Figure 1. Signal wires on met1 (run 1).
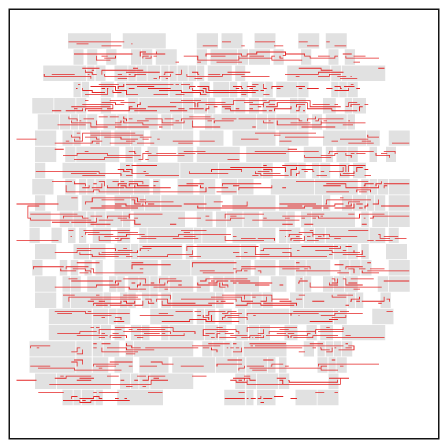
Figure 2. M2 wires (run 1).
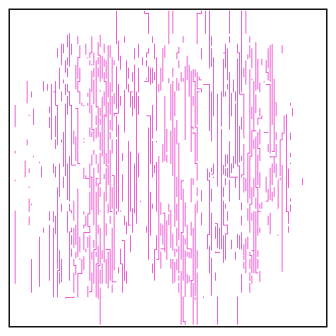
Figure 3. Met3 routing (run 1).
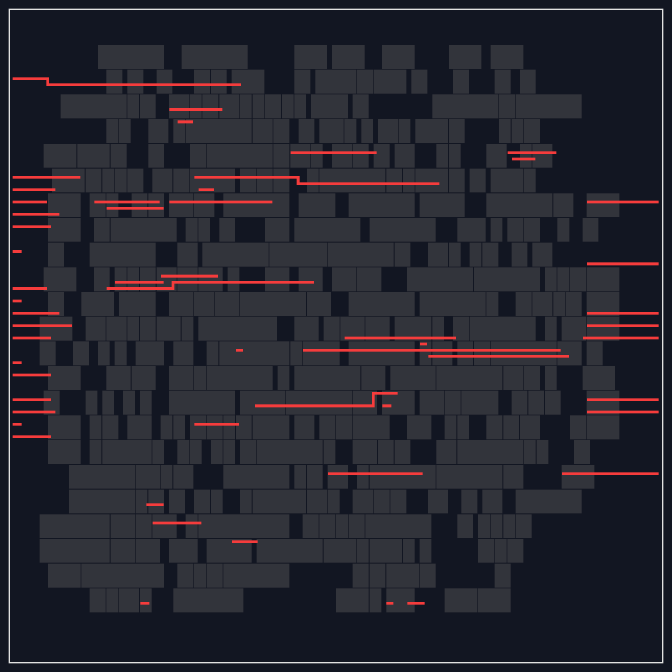
==> config.mk <==
export PLATFORM = sky130hd
export DESIGN_NAME = reg_readout_serializer
export DESIGN_NICKNAME = d
export VERILOG_FILES = /design/src/rtl/tiny_cpu_pkg.sv /design/src/rtl/piso_shift.sv /design/src/rtl/reg_readout_serializer.sv
export SDC_FILE = /design/constraint.sdc
export NUM_CORES = 1
export LEC_CHECK = 0
export ABC_AREA = 1
export CAP_MARGIN = 20
export CORE_MARGIN = 3
export CORE_UTILIZATION = 48
export CTS_BUF_LIST = sky130_fd_sc_hd__clkbuf_4 sky130_fd_sc_hd__clkbuf_8
export DETAILED_ROUTE_END_ITERATION = 10
export PLACE_DENSITY = 0.76
export SYNTH_ARGS = -nofsm -noshare
export SYNTH_HDL_FRONTEND = slang
export SYNTH_SLANG_ARGS = --single-unit
==> constraint.sdc <==
create_clock -name CLK -period 1.46 [get_ports CLK]
set_clock_uncertainty 0.15 [all_clocks]
set_input_delay 0.219 -clock CLK [delete_from_list [all_inputs] [get_ports CLK]]
set_output_delay 0.219 -clock CLK [all_outputs]
set_load 0.005 [all_outputs]
==> impl_metrics.env <==
# source this file to load flow results
export IMPL_status="complete, but fails checks"
export IMPL_violations="setup timing"
export IMPL_postSynthCellCount=299
export IMPL_fp_nets=337
export IMPL_period_used_pct=120
export IMPL_stdcell_area_sq_um=2970
export IMPL_layout_top_cell="nand3_1"
export IMPL_ys_seq_share_pct=37.5
export IMPL_yosysUniqueCellTypes=20
export IMPL_wl_per_cell_microns=13.7
export IMPL_h_tree_depth=2
export IMPL_avgViaCountPerCell=5.51
export IMPL_numCtsBuffers=5
export IMPL_warnings=28
export IMPL_ys_area_sq_um=2080
export IMPL_grt_pass1_wl_microns=9470
export IMPL_crit_family="flip-flops"
export IMPL_hold_depth=2
export IMPL_hold_viol=0
export IMPL_final_setup_viol_count=5
export IMPL_dr_first_iter_drc_count=147
export IMPL_finalHoldWorstSlack_ns=0.332
export IMPL_rsz0062_at_grt="true"
export IMPL_synth_seq_cells=39
export IMPL_antenna_found_initial=0
export IMPL_syn_area_sq_um=2080
export IMPL_utilization_pct=72.7
export IMPL_place_ws_ns=-0.441
export IMPL_cp_arrival_ns=1.38
export IMPL_slowest_delay_ns=0.35
export IMPL_die_h_microns=71.8
export IMPL_crit_buf_inv=3
export IMPL_cts_hold_buf=0
export IMPL_clock_sinks=39
export IMPL_crit_fanout=2
export IMPL_ir_worst_vdd_mv=0.621
export IMPL_avgSynthCellArea_sq_um=6.95
export IMPL_worstSetupPathType="register to output pin"
export IMPL_gp_congestion=0.825
export IMPL_die_w_microns=71.8
export IMPL_most_common_layout_cells="62 x nand3_1, 44 x nand2_1, 35 x inv_1"
export IMPL_ys_warn_count=0
export IMPL_cp_start_kind="register"
export IMPL_final_antenna_net_count=0
export IMPL_tritoncts="yes"
export IMPL_leakage_nw=1.30
export IMPL_grt_max_degree=21
export IMPL_diodes=0
export IMPL_slowest_stage="dfxtp_2"
export IMPL_ios=43
export IMPL_crit_cells=7
export IMPL_r2r_slack_ns=-0.08
export IMPL_dp_cells=398
export IMPL_hold_path_class="register to register"
export IMPL_total_power_mw=2.37
export IMPL_overflow=0
export IMPL_core_area_sq_um=4090
export IMPL_path_cells="ha_4 > inv_4 > nor3_4 > ha_2 > inv_2 > nor2_2 > buf_2"
export IMPL_track_usage_pct=22.8
export IMPL_fin_setup_tns_ns=-0.499
export IMPL_drc=0
export IMPL_worst_slack_ns=-0.292
export IMPL_drive_above_1_share_pct=22.3
export IMPL_fmax_mhz=571
export IMPL_area_growth_pct=42.8
export IMPL_ys_cells=299
export IMPL_slew_violations=0
export IMPL_dieArea_sq_um=5160
export IMPL_cts_path_max_buffers=2
export IMPL_reg2reg_depth=7
export IMPL_final_cells=413
export IMPL_portBuffers=42
export IMPL_cp_end_kind="output pin"
export IMPL_slew_limit_headroom_pct=83.2
export IMPL_critPathRequiredTime_ns=1.09
export IMPL_period_minus_slack_ns=1.75
export IMPL_nets=402
export IMPL_placed_area_sq_um=2700
export IMPL_drv_cap=0
export IMPL_cts_root_buffer="clkbuf_8"
export IMPL_fp_row_count=23
export IMPL_grt_pass1_vias=2253
export IMPL_largest_reg_flops=32
export IMPL_clock_latency_ns=0.29
export IMPL_power_density_nw_per_um2=800
export IMPL_fp_util_pct=50.9
export IMPL_drt_pass1_iterations=4
export IMPL_tightest_slew_ns=0.251
export IMPL_dpl_hpwl_microns=3700
export IMPL_path_clk_slew_ns=0.06
-- Figure 1 (at the start) --
The layer holds 43% of the routed length. The layer carries 2440 microns of wire. The longest straight run is 17.9 microns. 368 nets have wire on it. The wires run mostly horizontal.
final WL: 5660 microns
met1 usage: 27.3%
vias post-DR: 2277

-- Figure 2 (at the start) --
The layer carries 2760 microns of wire. The wires run mostly vertical.
met2 Use GR: 37.6%

-- Figure 3 (at the start) --
The layer holds 6.4% of the routed length. The wires run mostly horizontal. The layer carries 360 microns of wire. The longest straight run is 28.1 microns. 44 nets have wire on it.
M3 GR Usage: 5.19%

## run 1: worst register-to-register path, cell delays in order, from the launching register on
cell     delay (ns)
dfxtp_2        0.35
ha_4           0.15
inv_4          0.04
nor3_4         0.12
ha_2           0.20
inv_2          0.04
buf_4          0.13
nor4_1         0.27
## run 1: synth_stat cells, drive strengths merged
master  number  area [sq um]
nand4       30           188
nand2       46           180
buf         21           145
nor4         1          6.26
inv         40           150
a21oi       34           170
clkbuf       6          22.5
nand3       65           330
dfxtp       39           781
or2          1          6.26
ha           2          25.0
nor3         1          5.00
o21ai        4          20.0
nor2         9          50.1
## run 1: cell type report
type | instances | area [sq um]
clock buffers | 6 | 76.3
multi-input cells | 193 | 1060
repair buffers | 85 | 825
inverters | 40 | 153
well taps | 50 | 62.6
fillers | 326 | 1120
flip-flops and latches | 39 | 790
## run 1: report_power, final
group | internal, mW | switching, mW | total [mW]
Sequential | 1.13 | 0.0409 | 1.17
Clock | 0.337 | 0.340 | 0.676
Combinational | 0.272 | 0.257 | 0.529
Total | 1.74 | 0.638 | 2.37
## run 1: per-layer routing
layer	vias to the layer above	track usage, %	part of all wire [%]
li1	1136	-	-
met1	1057	27.3	43
met2	74	37.6	49
met3	10	5.19	6.4
met4	0	12.5	1.9
met5	-	0	0
## run 1: what timing repair did
item                                    in CTS  in global routing
gates resized                               48                 20
buffers inserted                             8                  4
pin swaps                                    6                 12
gates cloned                                 1                  0
endpoints found under the setup margin      29                 43
## run 1: logic make-up after synthesis
group | Yosys count | share of synthesized area, %
and+or+nand+nor | 153 | 36.8
adders and majority gates | 2 | 1.20
buffers and inverters | 67 | 15.3
AOI/OAI and AO/OA | 38 | 9.15
DFF | 39 | 37.5
